==> config.mk <==
export PLATFORM = sky130hd
export DESIGN_NAME = imem_loader
export DESIGN_NICKNAME = d
export VERILOG_FILES = /design/src/rtl/imem_loader_pkg.sv /design/src/rtl/imem_loader_word_packer.sv /design/src/rtl/imem_loader.sv
export SDC_FILE = /design/constraint.sdc
export NUM_CORES = 1
export LEC_CHECK = 0
export ABC_AREA = 0
export CAP_MARGIN = 25
export CORE_ASPECT_RATIO = 2
export CORE_UTILIZATION = 58
export DETAILED_ROUTE_END_ITERATION = 8
export PLACE_DENSITY = 0.88
export SLEW_MARGIN = 0
export SYNTH_ARGS = -nofsm -noshare
export SYNTH_HDL_FRONTEND = slang
export SYNTH_SLANG_ARGS = --single-unit
==> constraint.sdc <==
create_clock -name clk -period 4.7 [get_ports clk]
set_input_delay 1.175 -clock clk [delete_from_list [all_inputs] [get_ports clk]]
set_output_delay 1.175 -clock clk [all_outputs]
set_load 0.03 [all_outputs]
==> images/met1.png <==
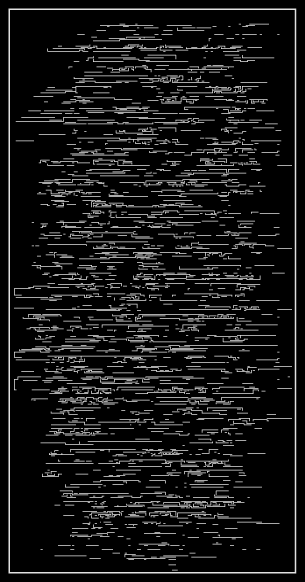
longest straight run: 28.5 um
nets with wire on the layer: 662
via count: 5102
GR met1 Demand/Resource: 32.0%
total detailed-routing wirelength: 15000 um

==> images/met2.png <==
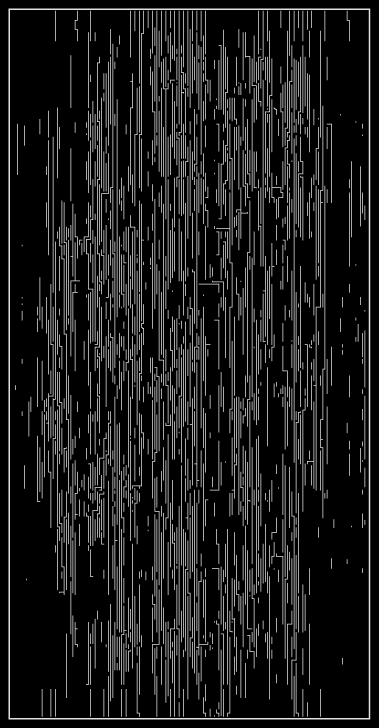
main direction: vertical
nets with wire on the layer: 645
wire length on this layer: 8420 um
share of all routed wire: 56%
routing usage on met2: 51.5%

==> images/met3.png <==
The bar under the picture is 20 um long.
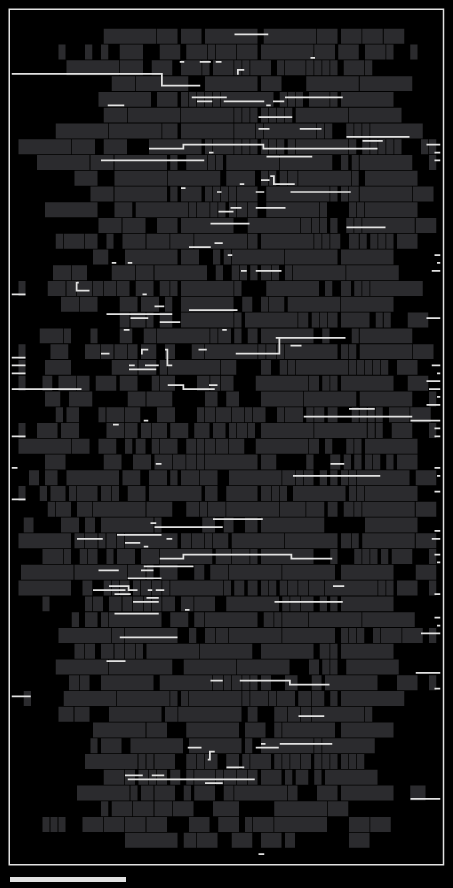
wire length on this layer: 610 um
nets with wire on the layer: 104
longest straight run: 25.8 um
share of all routed wire: 4.1%
main direction: horizontal
GR met3 Demand/Resource: 6.24%

==> images/met4.png <==
The bar under the picture is 20 um long.
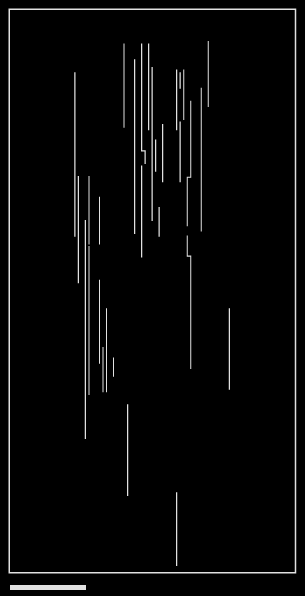
wire length on this layer: 709 um
longest straight run: 57.1 um
share of all routed wire: 4.7%
nets with wire on the layer: 28
main direction: vertical

==> images/final_congestion.png <==
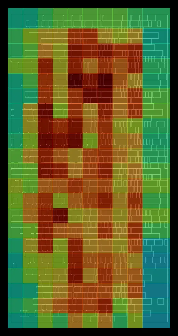
Tot GR Track Use: 29.5%
post-DR wirelength/cell: 17.0 um

==> run notes <==
In this run the maximum-capacitance check reported violations numbering 0. The area added between synthesis and finish works out to 22.4%. The logs give 1.32 ns for the final worst-path setup slack and 17 for the number of CTS-inserted buffers. The total clock sinks is 128, and the required time at the worst-slack endpoint is 5.04 ns.

The clock network fraction of design power was 33.5%; the summed negative setup slack over all endpoints was 0 ns. The final hold violation count recorded for this run is 0. Ranked by instance count, the synthesized netlist is headed by sky130_fd_sc_hd__nand2_1, sky130_fd_sc_hd__dfrtp_1, sky130_fd_sc_hd__a21oi_1, sky130_fd_sc_hd__clkbuf_1, sky130_fd_sc_hd__o21ai_0. By area, the combinational part of the netlist is dominated by simple AND/OR/NAND/NOR gates. The layout summary lists the proportion of cells stronger than drive strength 1 as 8.20%. The synthesized netlist was found by Yosys to have 670 cells. The worst-case reg-to-reg setup slack stands at 2.01 ns. Per STA, the worst path accumulates the most delay in the family buffers and inverters. TritonCTS built the clock tree. Per report_power, the sequential group accounts for 37.0% of the total. Combinational logic is responsible for 29.5% of the overall power. The tools report the largest buffer count on any clock path as 2.

The run finished with clean final reports. The transition time recorded at the tightest slew-check pin is 0.912 ns. The chip occupies 0.0110 mm2. The cell-mix breakdown from Yosys lists the XOR/XNOR area share as 4.29%.

CTS placed an instance of sky130_fd_sc_hd__clkbuf_16 at the clock tree root. Summed over all instances, the cell type with the most area after synthesis is sky130_fd_sc_hd__dfrtp_1. Looking at the VDD voltage map, the peak drop is 0.316 mV.

In the placement report, post-DP HPWL is listed as 9870 um. Arithmetic-cell share of the synthesized area counting full adders, half adders and majority gates: 1.02%. The report gives the cell count of the worst hold path as 2. For this run, the final setup violation count is recorded as 0. The switching power share of the total is 35.0%. The number of gates resized after CTS was 0. In this run, synthesis inferred 0 flip-flops with an integrated enable. The critical path goes through clkdlybuf4s50_1 > nand3_1 > or3_1 > buf_4 > clkinv_1 > and3_1 > nand4_1 > mux2i_1. Of the total synthesized cell area, the portion taken by AND-OR and OR-AND cells is 7.11%.

The clock transition at the registers of the reported paths came out at 0.06 ns. The run gives 73 for the quantity of I/O buffers inserted on ports. In the routed layout, each cell is associated on average with a via count of 5.80. The H-tree was split into 4 levels.

The leakage power is 3.54 nW. The violation tally recorded at the end of detailed-routing iteration 0 is 352. For the number of placed I/O pins, the log shows 98. The synthesized netlist contains 47 unique library cells.

Before any placement, the netlist area is recorded as 0.00613 mm2. Setup slack on the worst path after placement came out at 0.925 ns. With the combined buffer and inverter count along the critical path at 3, the number of nets at the end of the flow is 748. The top cell type in the final layout, fill and taps aside, is sky130_fd_sc_hd__nand2_1. The clock reaches the later pin of the worst-skew pair after 0.42 ns. The run gives 0 as the antenna violation net count after detailed routing. The routed design could run at a clock period as short as 3.38 ns. The path class of the lowest-slack min-delay path is flop to flop.
## tightest hold or removal path: stages, from the launching register on
cell                      delay (ns)
sky130_fd_sc_hd__dfrtp_1        0.34
sky130_fd_sc_hd__nand2_1        0.05
sky130_fd_sc_hd__nand2_1        0.05
## per-stage QoR
| stage | instance area (um2) | total power [W] | hold WS [ns] |
|---|---|---|---|
| finish | 7500 | 0.00437 | 0.467 |
| global route | 7500 | 0.00457 | 0.491 |
| CTS | 7480 | 0.00437 | 0.468 |
| detailed placement | 6820 | 0.00289 | 0.449 |
| global placement | 6820 | 0.00284 | 0.448 |
| floorplan | 6210 | 0.00240 | 0.439 |
## power by group through the flow
stage	Sequential [W]	Clock (W)	Combinational [W]
after detailed placement	0.00162	0	0.00126
after global placement	0.00161	0	0.00123
final	0.00162	0.00146	0.00129
after CTS	0.00161	0.00147	0.00129
after floorplan	0.00184	0	0.000555
after global routing	0.00165	0.00152	0.00141
## cell families (layout without fill, tap and decap cells)
kind of cell / after synthesis / count (layout)
AND-OR/OR-AND: 76 / 76
AND/OR/NAND/NOR: 338 / 338
other: 1 / 24
buffers and inverters: 66 / 117
adder cells (fa/ha/maj): 5 / 5
multiplexers: 26 / 26
flip-flops: 128 / 128
XOR/XNOR: 30 / 30
## layout make-up
| cell class | instances | area (um2) |
|---|---|---|
| clock buffers | 19 | 453 |
| multi-input cells | 499 | 2650 |
| fillers | 694 | 2720 |
| repair buffers | 79 | 793 |
| well taps | 135 | 169 |
| inverters | 6 | 22.5 |
| clock inverters | 13 | 209 |
| flip-flops and latches | 128 | 3200 |
## metal layers
metal | vias to the layer above | global-route usage [%] | share of wire (%)
met5 | - | 0 | 0
met1 | 2494 | 32.0 | 35
met3 | 63 | 6.24 | 4.1
li1 | 2333 | - | -
met4 | 0 | 15.7 | 4.7
met2 | 212 | 51.5 | 56
Power is estimated from default activity; no workload was simulated.
